--- src/rtl/noc_pkg.sv ---
// Shared mesh-router definitions: port count and indices, crossbar select width,
// per-output lock state encoding and the round-robin pointer increment helper.
package noc_pkg;

  localparam int NPORTS = 5;
  localparam int SEL_W  = 3;

  localparam int PORT_E = 0;
  localparam int PORT_W = 1;
  localparam int PORT_N = 2;
  localparam int PORT_S = 3;
  localparam int PORT_L = 4;

  typedef enum logic {
    OUT_IDLE   = 1'b0,
    OUT_LOCKED = 1'b1
  } out_state_t;

  // Port index + 1, wrapping the last port back to 0.
  function automatic logic [SEL_W-1:0] next_port(input logic [SEL_W-1:0] p);
    return (p == SEL_W'(NPORTS - 1)) ? '0 : p + SEL_W'(1);
  endfunction

endpackage

--- src/rtl/switch_allocator_rr_arbiter.sv ---
// Round-robin picker: first asserted request scanning upward from ptr, wrapping
// past the last port. Produces a one-hot grant plus the winning index.
module rr_arbiter
  import noc_pkg::*;
(
  input  logic [NPORTS-1:0] req,
  input  logic [SEL_W-1:0]  ptr,
  output logic [NPORTS-1:0] grant,
  output logic [SEL_W-1:0]  idx
);

  int c;

  // Walk from farthest to nearest so the nearest requester is the last write.
  always_comb begin
    grant = '0;
    idx   = '0;
    c     = 0;
    for (int k = NPORTS - 1; k >= 0; k--) begin
      c = int'(ptr) + k;
      if (c >= NPORTS) c = c - NPORTS;
      if (req[c]) begin
        grant    = '0;
        grant[c] = 1'b1;
        idx      = SEL_W'(c);
      end
    end
  end

endmodule

--- src/rtl/switch_allocator.sv ---
// Wormhole switch allocator: per-output round-robin arbitration with head-to-tail
// locking. Define SA_FAST_RELEASE_EN to re-arbitrate in the tail cycle (no bubble).
//
// state      | meaning
// OUT_IDLE   | output free; arbitrates among head-flit requesters
// OUT_LOCKED | output owned by owner_q; transfers when owner valid and downstream ready
module switch_allocator #(
  parameter int NPORTS = 5,
  parameter int SEL_W  = 3
) (
  input  logic                      clk,
  input  logic                      reset,
  input  logic [NPORTS-1:0]         in_valid,
  input  logic [NPORTS-1:0]         in_head,
  input  logic [NPORTS-1:0]         in_tail,
  input  logic [NPORTS*NPORTS-1:0]  in_route,
  input  logic [NPORTS-1:0]         out_ready,
  output logic [NPORTS-1:0]         in_ready,
  output logic [NPORTS-1:0]         out_valid,
  output logic [NPORTS*SEL_W-1:0]   xbar_sel,
  output logic [NPORTS-1:0]         out_locked
);
  import noc_pkg::*;

  out_state_t       state_q [NPORTS];
  out_state_t       state_d [NPORTS];
  logic [SEL_W-1:0] owner_q [NPORTS];
  logic [SEL_W-1:0] owner_d [NPORTS];
  logic [SEL_W-1:0] ptr_q   [NPORTS];
  logic [SEL_W-1:0] ptr_d   [NPORTS];

  logic [NPORTS-1:0] is_owner;
  logic [NPORTS-1:0] route_low [NPORTS];
  logic [NPORTS-1:0] req_out   [NPORTS];
  logic [NPORTS-1:0] win_gnt   [NPORTS];
  logic [SEL_W-1:0]  win_idx   [NPORTS];
  logic [SEL_W-1:0]  arb_ptr   [NPORTS];
  logic [NPORTS-1:0] fire;
  logic [NPORTS-1:0] tail_fire;

  // An input holding a lock never requests again until its tail leaves.
  always_comb begin
    is_owner = '0;
    for (int o = 0; o < NPORTS; o++)
      if (state_q[o] == OUT_LOCKED) is_owner[owner_q[o]] = 1'b1;
  end

  always_comb begin
    for (int i = 0; i < NPORTS; i++)
      route_low[i] = in_route[NPORTS*i +: NPORTS] & (~in_route[NPORTS*i +: NPORTS] + NPORTS'(1));
    for (int o = 0; o < NPORTS; o++)
      for (int i = 0; i < NPORTS; i++)
        req_out[o][i] = in_valid[i] & in_head[i] & ~is_owner[i] & route_low[i][o];
  end

  always_comb begin
    for (int o = 0; o < NPORTS; o++) begin
      fire[o]      = (state_q[o] == OUT_LOCKED) & in_valid[owner_q[o]] & out_ready[o];
      tail_fire[o] = fire[o] & in_tail[owner_q[o]];
`ifdef SA_FAST_RELEASE_EN
      arb_ptr[o]   = (state_q[o] == OUT_LOCKED) ? next_port(owner_q[o]) : ptr_q[o];
`else
      arb_ptr[o]   = ptr_q[o];
`endif
    end
  end

  for (genvar o = 0; o < NPORTS; o++) begin : g_arb
    rr_arbiter u_arb (
      .req   (req_out[o]),
      .ptr   (arb_ptr[o]),
      .grant (win_gnt[o]),
      .idx   (win_idx[o])
    );
  end

  always_ff @(posedge clk) begin
    for (int o = 0; o < NPORTS; o++) begin
      if (reset) begin
        state_q[o] <= OUT_IDLE;
        owner_q[o] <= '0;
        ptr_q[o]   <= '0;
      end else begin
        state_q[o] <= state_d[o];
        owner_q[o] <= owner_d[o];
        ptr_q[o]   <= ptr_d[o];
      end
    end
  end

  always_comb begin
    for (int o = 0; o < NPORTS; o++) begin
      state_d[o] = state_q[o];
      owner_d[o] = owner_q[o];
      ptr_d[o]   = ptr_q[o];
      case (state_q[o])
        OUT_IDLE: begin
          if (|win_gnt[o]) begin
            state_d[o] = OUT_LOCKED;
            owner_d[o] = win_idx[o];
          end
        end
        OUT_LOCKED: begin
          if (tail_fire[o]) begin
            ptr_d[o]   = next_port(owner_q[o]);
            state_d[o] = OUT_IDLE;
            owner_d[o] = '0;
`ifdef SA_FAST_RELEASE_EN
            if (|win_gnt[o]) begin
              state_d[o] = OUT_LOCKED;
              owner_d[o] = win_idx[o];
            end
`endif
          end
        end
        default: state_d[o] = OUT_IDLE;
      endcase
    end
  end

  always_comb begin
    in_ready   = '0;
    out_valid  = '0;
    out_locked = '0;
    xbar_sel   = '0;
    for (int o = 0; o < NPORTS; o++) begin
      out_valid[o]  = fire[o];
      out_locked[o] = (state_q[o] == OUT_LOCKED);
      if (state_q[o] == OUT_LOCKED) xbar_sel[SEL_W*o +: SEL_W] = owner_q[o];
      if (fire[o]) in_ready[owner_q[o]] = 1'b1;
    end
  end

endmodule

--- config.mk ---
export PLATFORM = sky130hd
export DESIGN_NAME = switch_allocator
export DESIGN_NICKNAME = d
export VERILOG_FILES = /design/src/rtl/noc_pkg.sv /design/src/rtl/switch_allocator_rr_arbiter.sv /design/src/rtl/switch_allocator.sv
export SDC_FILE = /design/constraint.sdc
export NUM_CORES = 1
export LEC_CHECK = 0
export ABC_AREA = 0
export CAP_MARGIN = 20
export CORE_MARGIN = 4
export CORE_UTILIZATION = 56
export DETAILED_ROUTE_END_ITERATION = 8
export PLACE_DENSITY = 0.8
export SLEW_MARGIN = 20
export SYNTH_ARGS = -nofsm -noshare
export SYNTH_HDL_FRONTEND = slang
export SYNTH_SLANG_ARGS = --single-unit
export TNS_END_PERCENT = 50
--- constraint.sdc ---
create_clock -name clk -period 3.6 [get_ports clk]
set_clock_uncertainty 0.1 [all_clocks]
set_input_delay 0.36 -clock clk [delete_from_list [all_inputs] [get_ports clk]]
set_output_delay 0.36 -clock clk [all_outputs]
set_load 0.01 [all_outputs]
==> notes.md <==
Implementation results. The run finished, with violations left. The final reports fail on setup timing. The tightest min-delay check is of the flip-flop to flip-flop type.

Share of the yosys chip area belonging to registers landed at approximately 7.2%. Clock insertion delay at the later pin of the skew report landed at roughly 290 ps. In this run, placement finished with an instance count of 1745. Non-clock buffers in the final layout number 243.

By instance count after routing, the leading logic cell type is sky130_fd_sc_hd__buf_4. For reference, compound AND-OR and OR-AND cells occupy 28.8% of the area reported after synthesis. Wire length reported by the detailed router landed at 33.3 mm. Per the detail_route log, the uppermost layer with routed signals is met4. Per the GRT congestion report, total overflow comes to 0. The worst register-to-register path depth is 12. On the worst path, the slowest cell contributes a delay of about 600 ps. The final design was reported to hold multi-input combinational gates totalling between 1000 and 1500. The number of global-route vias before repair was 10400. Synthesis produced ~1400 cells. Upper clock frequency limit landed at between 0.2 and 0.3 GHz. In the layout the commonest cells are sky130_fd_sc_hd__buf_4 (167), sky130_fd_sc_hd__nor2_1 (124), sky130_fd_sc_hd__nand2_1 (110). Multi-input gate share of the layout cell area landed at a little under three quarters.

Setup repair after global routing could not meet its margin everywhere. The layout report lists the clock-cell share of area as 1.20%. For reference, full adder, half adder and majority cells occupy ~15% of the area reported after synthesis. The post-route netlist has around 18% of its cells at a drive strength greater than 1. Smallest setup slack after layout landed at -25.0 ps. The report lists the cells along the critical path as inv_1 -> nor3_1 -> a22oi_1 -> nor2_1 -> nand3_1 -> o21ai_0 -> a31oi_1 -> o221ai_1 -> clkdlybuf4s50_1. Number of antenna violations at the first check in global routing landed at 0.

Number of standard cells in the layout, taps in and fillers out landed at 1755. Final hold analysis gives a worst-case slack of 439 ps. Total global-route track usage landed at 32.3%. The synthesis run identifies the leading combinational cell family as simple AND/OR/NAND/NOR gates. Following the worst setup path forward leads to its endpoint at in_ready[2]. For this run, the final setup violation count is recorded as 1. TritonCTS built the clock tree.

For this design the total switching power over the nets is roughly 1.4 mW. STA lists the startpoint of the worst register-to-register path as ptr_q[0][0]. In this run the mean area of a mapped cell was 7.13 um^2. Prior to clock tree synthesis, the placed netlist has a worst setup slack of -125 ps. The global router reports that the layer with the highest usage is met2. Clock slew at the register clock pins of the worst setup and hold paths landed at about 60 ps. Number of detailed-route iterations in the first pass landed at 5. Combinational logic power landed at around 2.0 mW. Note, the detailed placer reported a final HPWL of ~26 mm. Per the timing report, the biggest fanout along the worst path comes to 8.

Number of inverters outside the clock class in the layout landed at approximately 73. The routed design shows a via density per instance of between 6 and 7. Yosys stat counts roughly 1400 cells in the synthesized netlist.

Number of nets in the finished design landed at roughly 1700. Worst-margin pin slew landed at roughly 680 ps. After synthesis, the share of flip-flops with an asynchronous set or reset is 0%. Global-route track usage on met1 landed at about 48%. The worst pin sits at a relative slew slack of between 50% and 60%. Across the whole layout, storage elements account for slightly above 700 um^2. The post-synth register bit count is 35. The main area contributors are sky130_fd_sc_hd__ha_1 (14%), sky130_fd_sc_hd__dfxtp_1 (7.2%), sky130_fd_sc_hd__mux2i_1 (6.7%).

Post-cts hold-fix buffer tally landed at 0. In this run, CTS created clock tree buffers numbering 5. The timing report attributes the biggest portion of critical-path delay to simple AND/OR/NAND/NOR gates. For this run, global-route usage on met2 was measured as 49.8%. Clock sink count landed at 35. The largest registers in the layout are owner_q (15), ptr_q (15), state_q (5). The worst-case reg-to-reg setup slack stands at around 100 ps. Post-synthesis net count landed at between 1500 and 2000. Buffer share of cell area landed at between 10% and 20%. The flow reports power dissipated in the clock network as 0.457 mW. Post-synthesis mux area share landed at approximately a tenth. Clock period minus worst slack landed at ~3600 ps.

After layout, the design draws a total of ~3 mW. For this design the ratio of total power to cell area is approximately 250 nW/um^2. Post-cts sizing count landed at 6. STA puts the critical path data arrival time at 3160 ps. Power consumed by sequential cells landed at 0.520 mW. The synthesis report names the predominant flop master as sky130_fd_sc_hd__dfxtp_1.
==> images/placement_by_type.png <==
Fill, decap, tap and diode cells in gray.
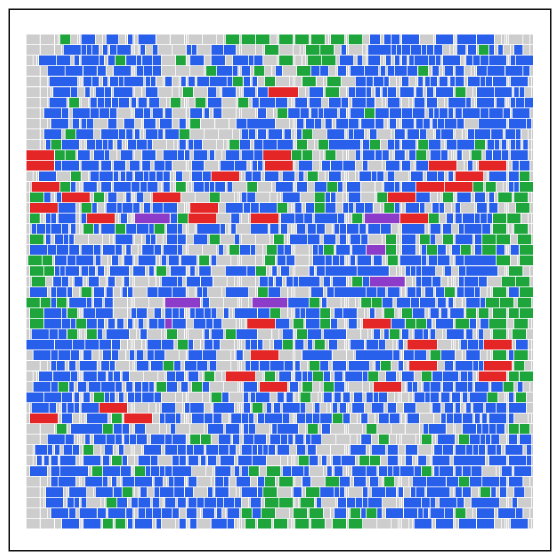
remaining buffers and delay cells: in green, cells 243. sequential cells: in red, cells 35. combinational and other logic: in blue, cells 1250. clock drivers and dummy loads: in purple, cells 7.
share of the core filled with cells in the final layout: 71.5%
row cnt: 47
total non-filler cell area in the finished layout: 12000 um^2
Core Area: 16800 um^2

==> images/io_fan.png <==
Scale bar: 50 um.
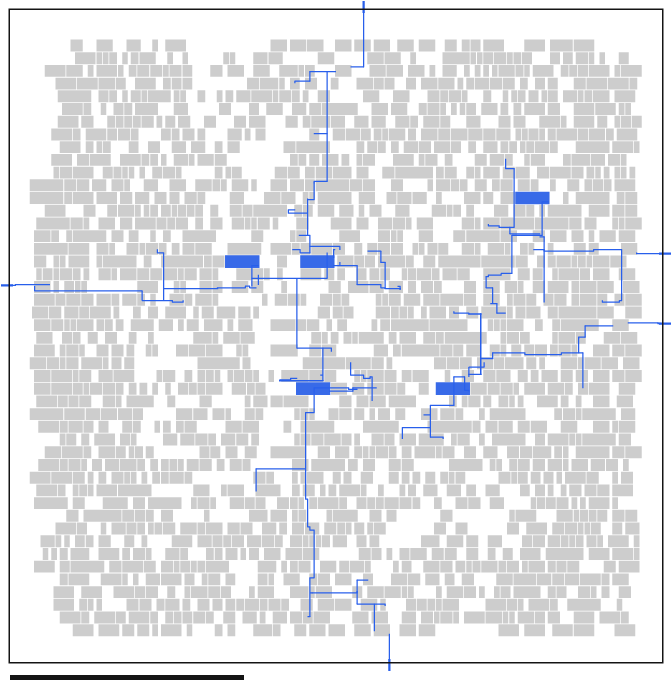
`out_locked`: in blue, bits 5, direction output, edge 2 right, 1 bottom, 1 left, 1 top, end cells 5, buffers 10, wire 658 um.

==> images/metal_density.png <==
The die is cut into 28 by 28 equal tiles; dark blue is low, red is high, scaled to the fullest tile. Values are wire area over tile area, all layers added.
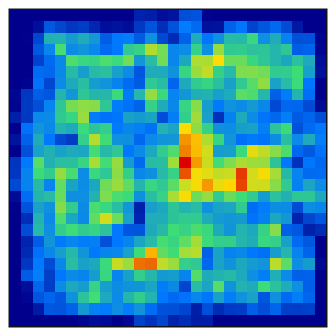
16% of the tiles are over half the peak. The mean over all tiles is 0.28. 11% of the tiles are nearly empty. The fullest tile reaches 0.89.

==> images/power_grid.png <==
Scale bar: 50 um. Pins as bars on the die edge. Tap cells in gray.
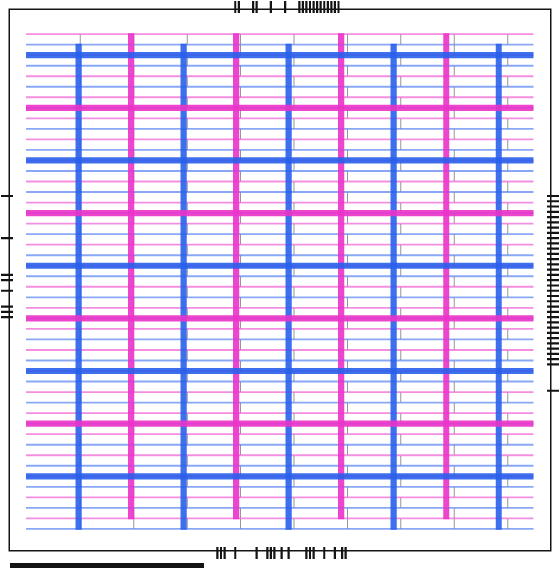
VDD: in magenta. VSS: in blue.
The core has 47 rows. 48 met1 rails follow the rows. 9 straps on met5.
height of the die: 140 um
worst supply voltage drop on vdd: 244 uV
horizontal extent of the die: 140 um

==> images/placement.png <==
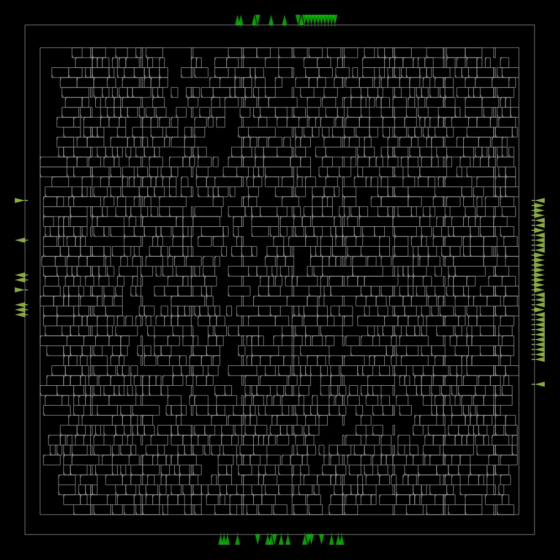
count of filler cells inserted in the layout: 1432
number of sequential cells in the layout: 35

Power is estimated from default activity; no workload was simulated.
